<file path="src/rtl/jkff_drive.sv">
// Command-level driver for a bank of jkff primitives on a shared cp pin.
// Expands LOAD/TOGGLE/PRESET/CLEAR into timed pin sequences and returns sampled q.
module jkff_drive #(
    parameter int unsigned WIDTH = 4,
    parameter int unsigned SETUP = 1,
    parameter int unsigned HIGH  = 2,
    parameter int unsigned LOW   = 2
) (
    input  logic             clk,
    input  logic             rst,
    input  logic             cmd_valid,
    output logic             cmd_ready,
    input  logic [2:0]       cmd_op,
    input  logic [WIDTH-1:0] cmd_mask,
    input  logic [WIDTH-1:0] cmd_data,
    output logic             cp,
    output logic [WIDTH-1:0] j,
    output logic [WIDTH-1:0] k,
    output logic [WIDTH-1:0] s,
    output logic [WIDTH-1:0] r,
    input  logic [WIDTH-1:0] q_in,
    output logic             rsp_valid,
    output logic [WIDTH-1:0] rsp_q,
    output logic             rsp_err
);

    localparam int unsigned MAXSH = (SETUP > HIGH) ? SETUP : HIGH;
    localparam int unsigned MAXC  = (MAXSH > LOW) ? MAXSH : LOW;
    localparam int unsigned CW    = (MAXC > 1) ? $clog2(MAXC) : 1;

    localparam logic [CW-1:0] C_SETUP = CW'(SETUP - 1);
    localparam logic [CW-1:0] C_HIGH  = CW'(HIGH - 1);
    localparam logic [CW-1:0] C_LOW   = CW'(LOW - 1);

    typedef enum logic [2:0] {
        S_IDLE,
        S_SETUP,
        S_HIGH,
        S_LOW,
        S_PULSE,
        S_RELEASE
    } state_t;

    state_t          r_state;
    logic [CW-1:0]   r_cnt;
    logic            r_err;

    state_t          w_state_nx;
    logic [CW-1:0]   w_cnt_nx;
    logic            w_err_nx;
    logic            w_cp_nx;
    logic [WIDTH-1:0] w_j_nx;
    logic [WIDTH-1:0] w_k_nx;
    logic [WIDTH-1:0] w_s_nx;
    logic [WIDTH-1:0] w_r_nx;
    logic            w_rsp_valid_nx;
    logic [WIDTH-1:0] w_rsp_q_nx;
    logic            w_rsp_err_nx;

    assign cmd_ready = (r_state == S_IDLE) && !rst;

    always_ff @(posedge clk) begin
        if (rst) begin
            r_state   <= S_IDLE;
            r_cnt     <= '0;
            r_err     <= 1'b0;
            cp        <= 1'b0;
            j         <= '0;
            k         <= '0;
            s         <= '0;
            r         <= '0;
            rsp_valid <= 1'b0;
            rsp_q     <= '0;
            rsp_err   <= 1'b0;
        end else begin
            r_state   <= w_state_nx;
            r_cnt     <= w_cnt_nx;
            r_err     <= w_err_nx;
            cp        <= w_cp_nx;
            j         <= w_j_nx;
            k         <= w_k_nx;
            s         <= w_s_nx;
            r         <= w_r_nx;
            rsp_valid <= w_rsp_valid_nx;
            rsp_q     <= w_rsp_q_nx;
            rsp_err   <= w_rsp_err_nx;
        end
    end

    always_comb begin
        w_state_nx     = r_state;
        w_cnt_nx       = r_cnt;
        w_err_nx       = r_err;
        w_cp_nx        = cp;
        w_j_nx         = j;
        w_k_nx         = k;
        w_s_nx         = s;
        w_r_nx         = r;
        w_rsp_valid_nx = 1'b0;
        w_rsp_q_nx     = rsp_q;
        w_rsp_err_nx   = 1'b0;

        unique case (r_state)
            S_IDLE: begin
                if (cmd_valid) begin
                    unique case (cmd_op)
                        3'd1: begin
                            w_j_nx     = cmd_data & cmd_mask;
                            w_k_nx     = ~cmd_data & cmd_mask;
                            w_cnt_nx   = C_SETUP;
                            w_state_nx = S_SETUP;
                        end
                        3'd2: begin
                            w_j_nx     = cmd_mask;
                            w_k_nx     = cmd_mask;
                            w_cnt_nx   = C_SETUP;
                            w_state_nx = S_SETUP;
                        end
                        3'd3: begin
                            w_s_nx     = cmd_mask;
                            w_r_nx     = '0;
                            w_cnt_nx   = C_HIGH;
                            w_state_nx = S_PULSE;
                        end
                        3'd4: begin
                            w_s_nx     = '0;
                            w_r_nx     = cmd_mask;
                            w_cnt_nx   = C_HIGH;
                            w_state_nx = S_PULSE;
                        end
                        default: begin
                            // NOP/reserved reuse RELEASE with a zero count to answer one cycle later
                            w_err_nx   = (cmd_op > 3'd4);
                            w_cnt_nx   = '0;
                            w_state_nx = S_RELEASE;
                        end
                    endcase
                end
            end
            S_SETUP: begin
                if (r_cnt == '0) begin
                    w_cp_nx    = 1'b1;
                    w_cnt_nx   = C_HIGH;
                    w_state_nx = S_HIGH;
                end else begin
                    w_cnt_nx = r_cnt - 1'b1;
                end
            end
            S_HIGH: begin
                if (r_cnt == '0) begin
                    w_cp_nx    = 1'b0;
                    w_cnt_nx   = C_LOW;
                    w_state_nx = S_LOW;
                end else begin
                    w_cnt_nx = r_cnt - 1'b1;
                end
            end
            S_LOW: begin
                if (r_cnt == '0) begin
                    w_rsp_valid_nx = 1'b1;
                    w_rsp_q_nx     = q_in;
                    w_j_nx         = '0;
                    w_k_nx         = '0;
                    w_state_nx     = S_IDLE;
                end else begin
                    w_cnt_nx = r_cnt - 1'b1;
                end
            end
            S_PULSE: begin
                if (r_cnt == '0) begin
                    w_s_nx     = '0;
                    w_r_nx     = '0;
                    w_cnt_nx   = C_LOW;
                    w_state_nx = S_RELEASE;
                end else begin
                    w_cnt_nx = r_cnt - 1'b1;
                end
            end
            S_RELEASE: begin
                if (r_cnt == '0) begin
                    w_rsp_valid_nx = 1'b1;
                    w_rsp_q_nx     = q_in;
                    w_rsp_err_nx   = r_err;
                    w_err_nx       = 1'b0;
                    w_state_nx     = S_IDLE;
                end else begin
                    w_cnt_nx = r_cnt - 1'b1;
                end
            end
            default: begin
                w_state_nx = S_IDLE;
                w_cnt_nx   = '0;
                w_err_nx   = 1'b0;
                w_cp_nx    = 1'b0;
                w_j_nx     = '0;
                w_k_nx     = '0;
                w_s_nx     = '0;
                w_r_nx     = '0;
            end
        endcase
    end

endmodule

</file>
<file path="config.mk">
export PLATFORM = sky130hd
export DESIGN_NAME = jkff_drive
export DESIGN_NICKNAME = d
export VERILOG_FILES = /design/src/rtl/jkff_drive.sv
export SDC_FILE = /design/constraint.sdc
export NUM_CORES = 1
export LEC_CHECK = 0
export ABC_CLOCK_PERIOD_IN_PS = 2500
export CAP_MARGIN = 15
export CORE_MARGIN = 2
export CORE_UTILIZATION = 45
export DETAILED_ROUTE_END_ITERATION = 12
export GPL_TIMING_DRIVEN = 0
export PLACE_DENSITY = 0.76
export SLEW_MARGIN = 10
export SYNTH_ARGS = -nofsm -noshare
export SYNTH_HDL_FRONTEND = slang
export SYNTH_SLANG_ARGS = --single-unit
export TNS_END_PERCENT = 5
</file>
<file path="constraint.sdc">
create_clock -name clk -period 2.5 [get_ports clk]
set_input_delay 0.625 -clock clk [delete_from_list [all_inputs] [get_ports clk]]
set_output_delay 0.625 -clock clk [all_outputs]
set_load 0.05 [all_outputs]
</file>
**Run 1: PDN straps and rails**

The bar under the picture is 20 µm long. Pins as bars on the die edge.
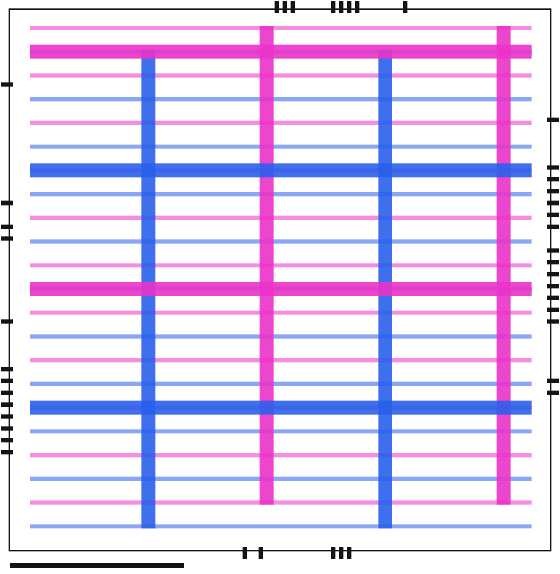
| net | color |
|---|---|
| VDD | magenta |
| VSS | blue |
met4 straps: 4
rows: 21
signal pins: 42
met5 straps: 4
met1 rails: 22
die height: 61.9 µm
peak supply drop: 554 µV
DIE WIDTH: 61.9 µm

**Run 1: cell classes on the final placement**

The bar under the picture is 20 µm long.
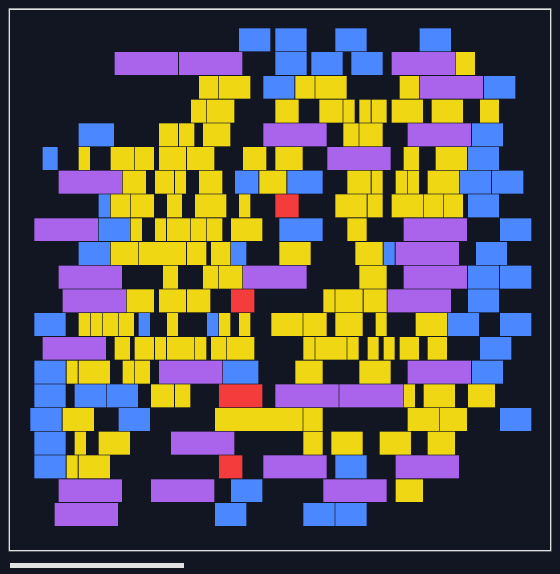
| class | color | cells |
|---|---|---|
| remaining buffers and delay cells | blue | 51 |
| remaining logic cells | yellow | 124 |
| registers | purple | 28 |
| clock drivers and dummy loads | red | 4 |

==> GITHUB_STEP_SUMMARY, run 1 <==
### Metrics collected by this job

| Metric | Value |
|---|---|
| Outcome | finished clean |
| Top logic family | simple AND/OR/NAND/NOR gates |
| Area leader share | a little under two fifths |
| Crit-path cells | clkdlybuf4s50_1 > clkbuf_8 > nor2_1 > buf_2 |
| Dpl ws | -0.732 ns |
| Fmax | between 0.4 and 0.5 GHz |
| First-pass GRT wire length | 5710 µm |
| Final worst-path cycle share | a little over nine tenths |
| Critical path class | input pin to primary output |
| Core Region | ~3300 µm² |
| Io pins | 42 |
| Mapped Area | ~1500 µm² |
| Syn_area_per_cell | approximately 9.3 µm² |
| Final HPWL DP | approximately 2600 µm |
| Largest stage delay on the critical path | between 0.5 and 0.6 ns |
| Post-cts resize count | 3 |
| Most frequent cells in the layout | clkdlybuf4s50_1, dfxtp_1, mux2i_1 |
| Chip area | about 3800 µm² |
| Complex-gate fraction of the synthesized area | roughly 15% |
| Final net count | around 230 |
| First DRT Iteration DRCs | about 64 |
| Worst-case reg-to-reg path depth | 5 |
| CTS Buf Count | 3 |
| Crit Path Max Fanout | 19 |
| Synth area leader | dfxtp_1 |
| GPL Wtd Cong | 0.912 |
| Met3 usage | under 10% |
| PnR worst setup slack | around 0.11 ns |
| Reg-to-reg critical path endpoint | r[0]$_SDFFE_PP0P_ |
| Switch share | ~44% |
| Met2 WL | around 1600 µm |
| Worst slew pin tran | between 0.5 and 0.6 ns |
| Chip area in the Yosys report | between 1500 and 2000 µm² |
| Hold_buf cts | 0 |
| Layout cells sized above 1 | between 10% and 20% |
| YS warnings | 0 |
| CTS tree | built |
| FP Core Util | 45.9% |
| Post-CTS Repair Setup Buffers | 0 |
| RSZ-0062 raised after global routing | no |
| Hold-critical path depth | 2 |
| Hold Path Class | flip-flop to flip-flop |
| TritonRoute pass-1 iters | 4 |
| Commonest Layout Cell | clkdlybuf4s50_1 |
| R2R setup slack | between 0.7 and 0.8 ns |
| PortBufs | 41 |
| Remaining DRCs | 0 |
| Ys flop type | dfxtp_1 |
| Setup crit end kind | primary output |
| Stages on the worst setup path | 4 |
| Top-count cell post-synth | dfxtp_1 |
| Comb pwr share | 56.9% |
| Post-synth ARST share | 0% |
| Max_slew headroom | 66.1% |
| Average wire per standard cell | around 14 µm |
| Final ANT Viol Nets | 0 |
| Post-Synth Simple-Gate Area | 27.4% |
| Flop pwr share | ~31% |
| Grt ovf | 0 |
| Largest net degree at the start of global routing | 20 |
| Max-Cap Viols | 0 |
| Hold path endpoint | k[2]$_SDFFE_PP0P_ |
| Top Consumer | combinational cells |
| Synth Register Bits | 28 |
| Routed met3 length | slightly above 200 µm |
| Synth-to-Final Area Change | 32.8% |
| Crit-path leading delay family | buffers and inverters |
| PD cells | 915 nW/µm² |
| Combinational gate area | around 860 µm² |
| Worst Setup EP | cmd_ready |
| Hold Vio Cnt, Final | 0 |
| CP arrival | between 1.5 and 2 ns |
| Yosys adder share | 0% |
| Internal Power | approximately 1 mW |
| Comb group | between 1 and 1.5 mW |
| Clock Sinks | 28 |
| Mux share | about an eighth |
| Antenna violations before repair | 0 |
| Ant. Diodes | 0 |
| Reg clk slew, reported paths | 0.15 ns |
| Unique cell types | 44 |
| Row cnt | 21 |
| Aggregate routed wire length | approximately 3400 µm |
| Wire length on met1 | about 1600 µm |
| Critical Path Start Type | input pin |
| Fillers | 316 |
| Vias in the first global route | approximately 1.2k |
| Final min period | around 2.4 ns |
| Slew Viols, Final | 0 |
| GR Util All Layers | about 20% |
| Flip-flops with a built-in enable | 0 |
| Worst EP required | between 1.5 and 2 ns |
| Reg area | ~560 µm² |
| Tool warnings | 26 |
| Worst Setup SP | rst |
| Area after DPL | 1980 µm² |
| Hold Startpoint | k[2]$_SDFFE_PP0P_ |
| Met2 global-route usage | about 33% |
| Design area | approximately 2000 µm² |
| Register share after synthesis | about 37% |
| Gr busiest metal | met2 |
| Sequential logic power | roughly 570 µW |
| Ys cells | around 160 |
| CTS root buf | clkbuf_4 |
| Vias | about 1.3k |
| Worst Path Buf+Inv | 3 |
| Setup Viol. Count Final | 0 |
| M1 GR Usage | around 26% |
| Max clock buf depth | 2 |
| Slowest cell on the critical path | clkdlybuf4s50_1 |
| Xor/xnor share | roughly 1.7% |
| Leakage | around 0.69 nW |
| Net count after synthesis | between 150 and 200 |
| Top cells, area | dfxtp_1, mux2i_1, nand2b_1 |
| Top Metal Used | met4 |
| RR Startpoint | r_state[0]$_SDFFE_PP0P_ |
| H-Tree Depth | 1 |
| Via/cell ratio | between 5 and 6 |
| Most frequent cells after synthesis | dfxtp_1, mux2i_1, nand2_1, nand2b_1, nor2_1 |
| P_sw | 814 µW |
| Synth Instances | ~160 |
**Run 1: clock distribution**

The bar under the picture is 20 µm long.
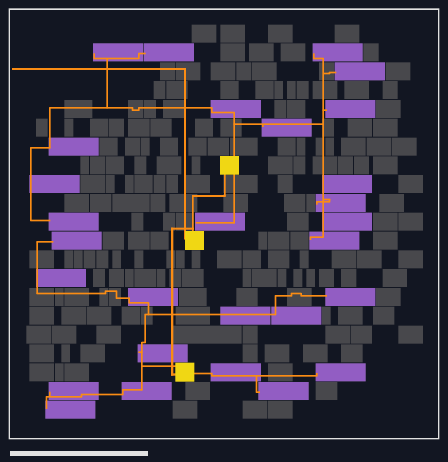
[flip-flops] purple | count: 28
[clock wires] orange | length: 345 µm
[clock-net drivers] yellow | count: 3
flops lie: spread over the die
Clock Skew: 0.00951 ns
Latency at later pin: 0.33 ns
Power Clock: 224 µW
Clk pwr share: 12.2%

==> run 1: through the flow <==
stage               power (mW)  setup TNS [ns]  utilization, %  hold WS [ns]  std cells
finish                    1.83               0            61.0         0.486        253
floorplan                 1.36               0               -         0.424        163
global route              1.95               0            61.0         0.504        253
CTS                       1.85               0            61.2         0.489        253
global placement          1.60          -0.722            60.2         0.458        250
detailed placement        1.62          -0.732            60.2         0.467        250
==> run 1: layout make-up <==
| class | count | area share, % |
|---|---|---|
| Buffer | 10 | 3.75 |
| Sequential cell | 28 | 28.0 |
| Multi-Input combinational cell | 121 | 42.8 |
| Timing Repair Buffer | 41 | 20.2 |
| Clock buffer | 4 | 1.81 |
| Tap cell | 46 | 2.87 |
| Inverter | 3 | 0.562 |
==> inputs of run 2 (changes only) <==
Settings changed: SLEW_MARGIN 10 to not set.
==> run 2 against run 1 <==
Effect of this change: critical path depth unchanged; cell count unchanged; combinational power about the same; clock power barely moved; synthesized area stayed put; non-clock buffer count stayed put; hold slack unchanged; sequential share of layout area is the same; register-to-register slack about the same; critical path type unchanged; largest cell class unchanged.
==> GITHUB_STEP_SUMMARY, run 2 <==
### Metrics collected by this job

| Metric | Value |
|---|---|
| TritonRoute pass-1 iters | 4 (unchanged) |
| Combinational gate area | 858 µm² (unchanged) |
| Max_slew headroom | 66.1% (unchanged) |
| CLK BUF | 4 (unchanged) |
| Internal Power | 1.02 mW (unchanged) |
| Flop pwr share | 30.9% (about the same) |
| Hold Vio Cnt, Final | 0 (unchanged) |
| Reg area | 561 µm² (unchanged) |
| Commonest Layout Cell | clkdlybuf4s50_1 |
| Final worst-path cycle share | 95.5% (unchanged) |
| Multi-In Gates | 121 (unchanged) |
| PortBufs | 41 (unchanged) |
| Die height | 61.9 µm (unchanged) |
| Most frequent cells after synthesis | dfxtp_1, mux2i_1, nand2_1, nand2b_1, nor2_1 |
| Bufs w/o clock | 51 (unchanged) |
| Fin Hold WS | 0.486 ns (unchanged) |
| P_sw | 814 µW (unchanged) |
| Power Clock | 224 µW (about the same) |
| Hold Path Class | flip-flop to flip-flop |
| CTS tree | built |
| DIE WIDTH | 61.9 µm (unchanged) |
| FP Core Util | 45.9% (unchanged) |
| GR Util All Layers | 20.0% (unchanged) |
| Met3 usage | 3.52% (unchanged) |
| Average wire per standard cell | 13.6 µm (unchanged) |
| Via/cell ratio | 5.19 (unchanged) |
| Most frequent cells in the layout | clkdlybuf4s50_1, dfxtp_1, mux2i_1 |
| Ys cells | 163 (unchanged) |
| N_taps | 46 (unchanged) |
| Leakage | 0.694 nW (unchanged) |
| Ys flop type | dfxtp_1 |
| Post-synth ARST share | 0% (unchanged) |
| Largest net degree at the start of global routing | 20 (unchanged) |
| Crit-path cells | clkdlybuf4s50_1 > clkbuf_8 > nor2_1 > buf_2 |
| Area leader share | 37.1% (unchanged) |
| First-pass GRT wire length | 5710 µm (unchanged) |
| Switch share | 44.4% (unchanged) |
| Final net count | 226 (unchanged) |
| CTS root buf | clkbuf_4 |
| Latency at later pin | 0.33 ns (about the same) |
| Comb area share | 42.8% (unchanged) |
| PnR worst setup slack | 0.112 ns (unchanged) |
| CP arrival | 1.76 ns (about the same) |
| Chip area in the Yosys report | 1510 µm² (unchanged) |
| Placed cells | 250 (unchanged) |
| Final clock-cell share | 1.81% (unchanged) |
| Clock Sinks | 28 (unchanged) |
| Synth-to-Final Area Change | 32.8% (unchanged) |
| PD cells | 915 nW/µm² (unchanged) |
| YS warnings | 0 (unchanged) |
| Layout cells sized above 1 | 15.5% (unchanged) |
| Synth area leader | dfxtp_1 |
| First DRT Iteration DRCs | 64 (unchanged) |
| Top Consumer | combinational cells |
| Post-route insts no fill | 253 (unchanged) |
| Final min period | 2.39 ns (unchanged) |
| Post-cts resize count | 3 (unchanged) |
| Peak supply drop | 554 µV (unchanged) |
| Final ANT Viol Nets | 0 (unchanged) |
| Setup Viol. Count Final | 0 (unchanged) |
| Max-Cap Viols | 0 (unchanged) |
| Biggest Area Class | logic gates |
| Gr busiest metal | met2 |
| Outcome | finished clean |
| Grt ovf | 0 (unchanged) |
| Critical Path Start Type | input pin |
| Fmax | 0.419 GHz (unchanged) |
| Register share after synthesis | 37.1% (unchanged) |
| Area after DPL | 1980 µm² (unchanged) |
| Vias in the first global route | 1248 (unchanged) |
| Syn_area_per_cell | 9.26 µm² (unchanged) |
| CTS Buf Count | 3 (unchanged) |
| Post-CTS Repair Setup Buffers | 0 (unchanged) |
| Unique cell types | 44 (unchanged) |
| Worst Path Buf+Inv | 3 (unchanged) |
| RSZ-0062 raised after global routing | no |
| Inverters | 3 (unchanged) |
| Worst slew pin tran | 0.507 ns (unchanged) |
| Antenna violations before repair | 0 (unchanged) |
| Critical path class | input pin to primary output |
| Clock Skew | 0.00951 ns (unchanged) |
| Top cells, area | dfxtp_1, mux2i_1, nand2b_1 |
| Aggregate routed wire length | 3440 µm (unchanged) |
| Slowest cell on the critical path | clkdlybuf4s50_1 |
| Mapped Area | 1510 µm² (unchanged) |
| Final HPWL DP | 2640 µm (unchanged) |
| Comb pwr share | 56.9% (about the same) |
| Fraction of cell area in non-clock buffers | 24.0% (unchanged) |
| Seq cells | 28 (unchanged) |
| Hold_buf cts | 0 (unchanged) |
| Largest stage delay on the critical path | 0.52 ns (about the same) |
| Met2 WL | 1600 µm (unchanged) |
| Worst EP required | 1.88 ns (about the same) |
| Top-count cell post-synth | dfxtp_1 |
| Io pins | 42 (unchanged) |
| Met2 global-route usage | 33.2% (unchanged) |
| Clk pwr share | 12.2% (about the same) |
| Routed met3 length | 205 µm (unchanged) |
| Total Power | 1.83 mW (unchanged) |
| Remaining DRCs | 0 (unchanged) |
-- run 2: cell counts in the layout (fill, tap and decap cells not counted) --
Identical to the previous run, type by type.
-- run 2: kinds of logic after synthesis --
family	after synthesis	share of synthesized area [%]
flip-flops	28	37.1
AND/OR/NAND/NOR	70	27.4
XOR/XNOR	3	1.74
AND-OR/OR-AND	28	14.5
multiplexers	20	13.3
buffers and inverters	14	5.97
-- run 2: path summary, 6_finish.rpt --
check        slack, ns                     from  depth (start not counted)           endpoint
min reg2reg       0.49        k[2]$_SDFFE_PP0P_                          2  k[2]$_SDFFE_PP0P_
max               0.11                      rst                          4          cmd_ready
max reg2reg       0.78  r_state[0]$_SDFFE_PP0P_                          5  r[0]$_SDFFE_PP0P_
min               0.49        k[2]$_SDFFE_PP0P_                          2  k[2]$_SDFFE_PP0P_
**Run 2: cell classes on the final placement**

The bar under the picture is 20 µm long.
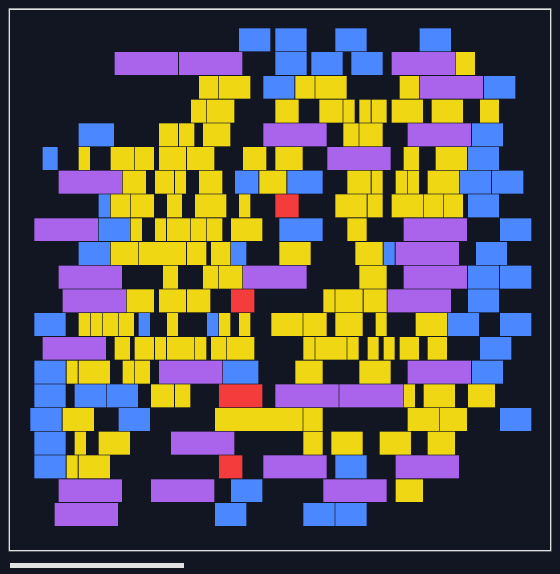
| class | color | cells |
|---|---|---|
| remaining buffers and delay cells | blue | 51 |
| registers | purple | 28 |
| remaining logic cells | yellow | 124 |
| clock drivers and dummy loads | red | 4 |
design area: 2000 µm²
Core Region: 3280 µm²
row cnt: 21
flop share of the area: 28.0%
utilization after layout: 61.0%

**Run 2: clock distribution**

The bar under the picture is 20 µm long.
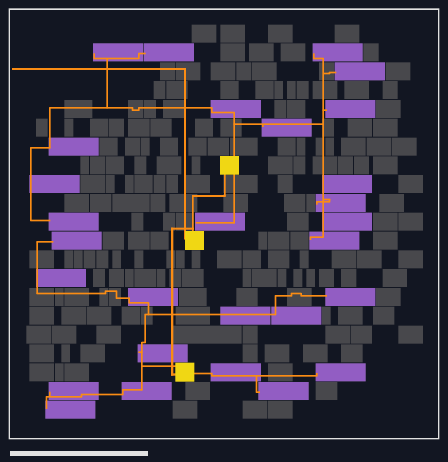
[clock-net drivers] yellow | count: 3
[clock wires] orange | length: 345 µm
[flip-flops] purple | count: 28
flops lie: spread over the die

**Run 2: signal wires by layer**

Two of the layers only.
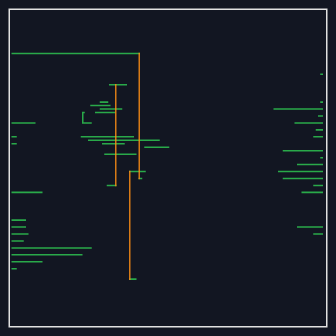
| layer | color | wire length |
|---|---|---|
| M3 | green | 206 µm |
| M4 | orange | 65.3 µm |

==> inputs of run 3 (changes only) <==
Settings changed: ABC_CLOCK_PERIOD_IN_PS 2500 to 2200, CORE_UTILIZATION 45 to 47, PLACE_DENSITY 0.76 to 0.79.
Clock period 2.5 ns to 2.2 ns, I/O delays scaled along.
**Run 3: placed standard cells**

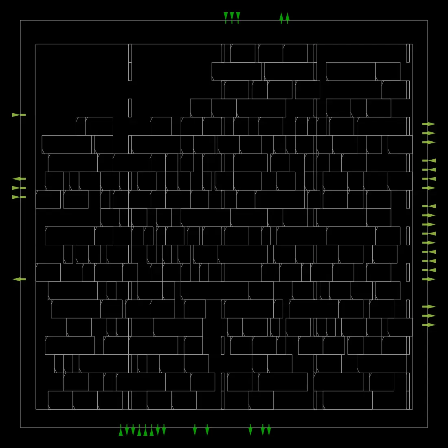
flop share of the area: 27.9%
n_taps: 44
Seq cells: 28
row cnt: 20

**Run 3: PDN straps and rails**

The bar under the picture is 20 µm long. Pins as bars on the die edge.
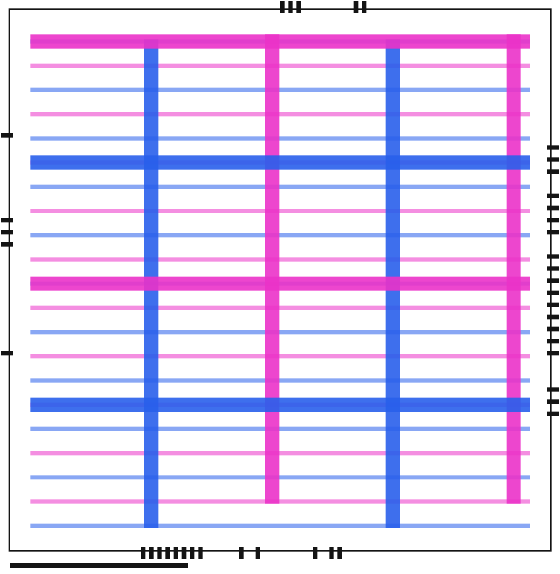
| net | color |
|---|---|
| VSS | blue |
| VDD | magenta |
met1 rails: 21
rows: 20
signal pins: 42
met5 straps: 4
Core Region: 3050 µm²
DIE WIDTH: 60.7 µm
peak supply drop: 658 µV
die height: 60.7 µm

**Run 3: cell classes on the final placement**

The bar under the picture is 20 µm long.
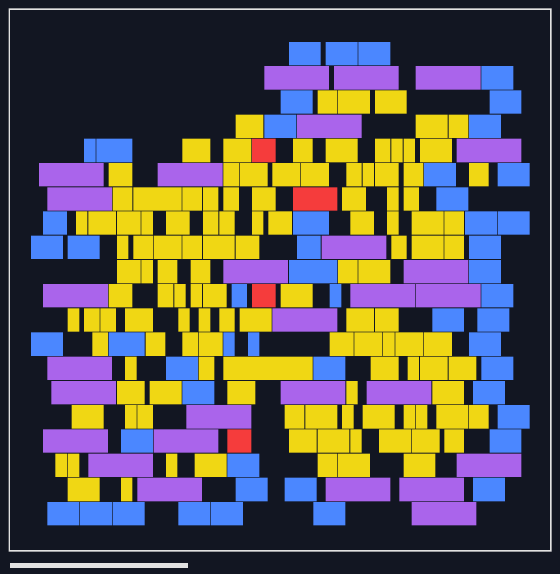
| class | color | cells |
|---|---|---|
| registers | purple | 28 |
| clock drivers and dummy loads | red | 4 |
| remaining logic cells | yellow | 124 |
| remaining buffers and delay cells | blue | 51 |
utilization after layout: 65.7%
design area: 2010 µm²

==> run 3 against run 2 <==
Effect of this change: critical path depth did not move; global-route usage is 0.78 points higher; combinational power increased by about 10%; sequential cell count is the same; core utilization rose by 4.7 points; via count rose by 0.38%; non-clock buffer count unchanged; largest power group unchanged.
==> GITHUB_STEP_SUMMARY, run 3 <==
### Metrics collected by this job

| Metric | Value |
|---|---|
| PD cells | 1040 nW/µm² (+14%) |
| Max_slew headroom | 65.6% (-0.54 points) |
| Area leader share | 37.1% (unchanged) |
| YS warnings | 0 (unchanged) |
| CTS root buf | clkbuf_4 |
| Stages on the worst setup path | 4 (unchanged) |
| P_sw | 931 µW (+14%) |
| Internal Power | 1.16 mW (+14%) |
| CTS Buf Count | 3 (unchanged) |
| Outcome | finished clean |
| Unique cell types | 44 (unchanged) |
| Antenna violations before repair | 0 (unchanged) |
| Comb pwr share | 56.8% (about the same) |
| Chip area in the Yosys report | 1510 µm² (unchanged) |
| Worst Path Buf+Inv | 3 (unchanged) |
| Worst Setup SP | rst |
| Post-synth ARST share | 0% (unchanged) |
| Register share after synthesis | 37.1% (unchanged) |
| Final net count | 226 (unchanged) |
| Placed cells | 248 (-0.80%) |
| Hold-critical path depth | 2 (unchanged) |
| Complex-gate fraction of the synthesized area | 14.5% (unchanged) |
| Ys cells | 163 (unchanged) |
| Flop pwr share | 30.8% (about the same) |
| Final HPWL DP | 2590 µm (-1.9%) |
| First-pass GRT wire length | 5720 µm (+0.25%) |
| Commonest Layout Cell | clkdlybuf4s50_1 |
| Worst slew pin tran | 0.515 ns (+0.00804 ns) |
| Total Power | 2.09 mW (+14%) |
| Final clock-cell share | 1.81% (about the same) |
| First DRT Iteration DRCs | 51 (-20%) |
| Clk pwr share | 12.4% (+0.2 points) |
| Gr busiest metal | met2 |
| Leakage | 0.694 nW (about the same) |
| Io pins | 42 (unchanged) |
| Fraction of cell area in non-clock buffers | 24.1% (+0.17 points) |
| Post-Synth Simple-Gate Area | 27.4% (unchanged) |
| Hold Startpoint | r_err$_SDFFE_PP0P_ |
| Most frequent cells after synthesis | dfxtp_1, mux2i_1, nand2_1, nand2b_1, nor2_1 |
| PortBufs | 41 (unchanged) |
| FP Core Util | 49.4% (+3.5 points) |
| Top logic family | simple AND/OR/NAND/NOR gates |
| Mux share | 13.3% (unchanged) |
| Worst Setup EP | cmd_ready |
| Xor/xnor share | 1.74% (unchanged) |
| Reg area | 561 µm² (unchanged) |
| Hold Path Class | flip-flop to flip-flop |
| Met2 global-route usage | 34.7% (+1.5 points) |
| Top-count cell post-synth | dfxtp_1 |
| RSZ-0062 raised after global routing | no |
| Latency at later pin | 0.34 ns (about the same) |
| Hold path endpoint | rsp_err$_SDFF_PP0_ |
| Fmax | about 0.46 GHz |
| Multi-In Gates | 121 (unchanged) |
| GR Util All Layers | 20.7% (+0.78 points) |
| Fin Hold WS | 0.482 ns (-0.00430 ns) |
| CP arrival | 1.60 ns (-0.16 ns) |
| Met2 WL | 1580 µm (-1.2%) |
| Remaining DRCs | 0 (unchanged) |
| Reg-to-reg critical path endpoint | r[3]$_SDFFE_PP0P_ |
| Worst EP required | 1.65 ns (-0.23 ns) |
| Hold Vio Cnt, Final | 0 (unchanged) |
| Slowest cell on the critical path | clkdlybuf4s50_1 |
| Ys flop type | dfxtp_1 |
| Syn_area_per_cell | 9.26 µm² (unchanged) |
| Yosys adder share | 0% (unchanged) |
| Post-cts resize count | 6 (+3) |
| Bufs w/o clock | 51 (unchanged) |
| Largest stage delay on the critical path | 0.60 ns (+0.08 ns) |
| Setup Viol. Count Final | 0 (unchanged) |
| Most frequent cells in the layout | clkdlybuf4s50_1, dfxtp_1, mux2i_1 |
| Comb area share | 42.8% (about the same) |
| Met3 usage | 3.62% (+0.11 points) |
| Clock Sinks | 28 (unchanged) |
| Final worst-path cycle share | between 90% and 100% |
| Average wire per standard cell | 13.6 µm (-0.11%) |
| Combinational gate area | 858 µm² (unchanged) |
| Hold_buf cts | 0 (unchanged) |
[run 3: cell types whose count changed in the layout (fill, tap and decap cells not counted)]
cell	before	now
clkbuf_8	2	1
buf_4	1	2
buf_8	0	1
buf_2	2	1
[run 3: power by group through the flow]
stage,registers (mW),clock network [mW],logic (mW)
after global placement,0.651,0,1.16
after detailed placement,0.657,0,1.18
final,0.644,0.260,1.19
after floorplan,0.831,0,0.718
after global routing,0.653,0.278,1.29
after CTS,0.645,0.264,1.19
[run 3: metrics by stage]
stage | instance area (µm²) | setup WS, ns
after detailed placement | 1970 | -0.849
after CTS | 2000 | 0.0225
after floorplan | 1510 | 0.102
after global placement | 1970 | -0.866
final | 2010 | 0.0471
after global routing | 2010 | 0.00163
Power and IR drop assume default switching activity.
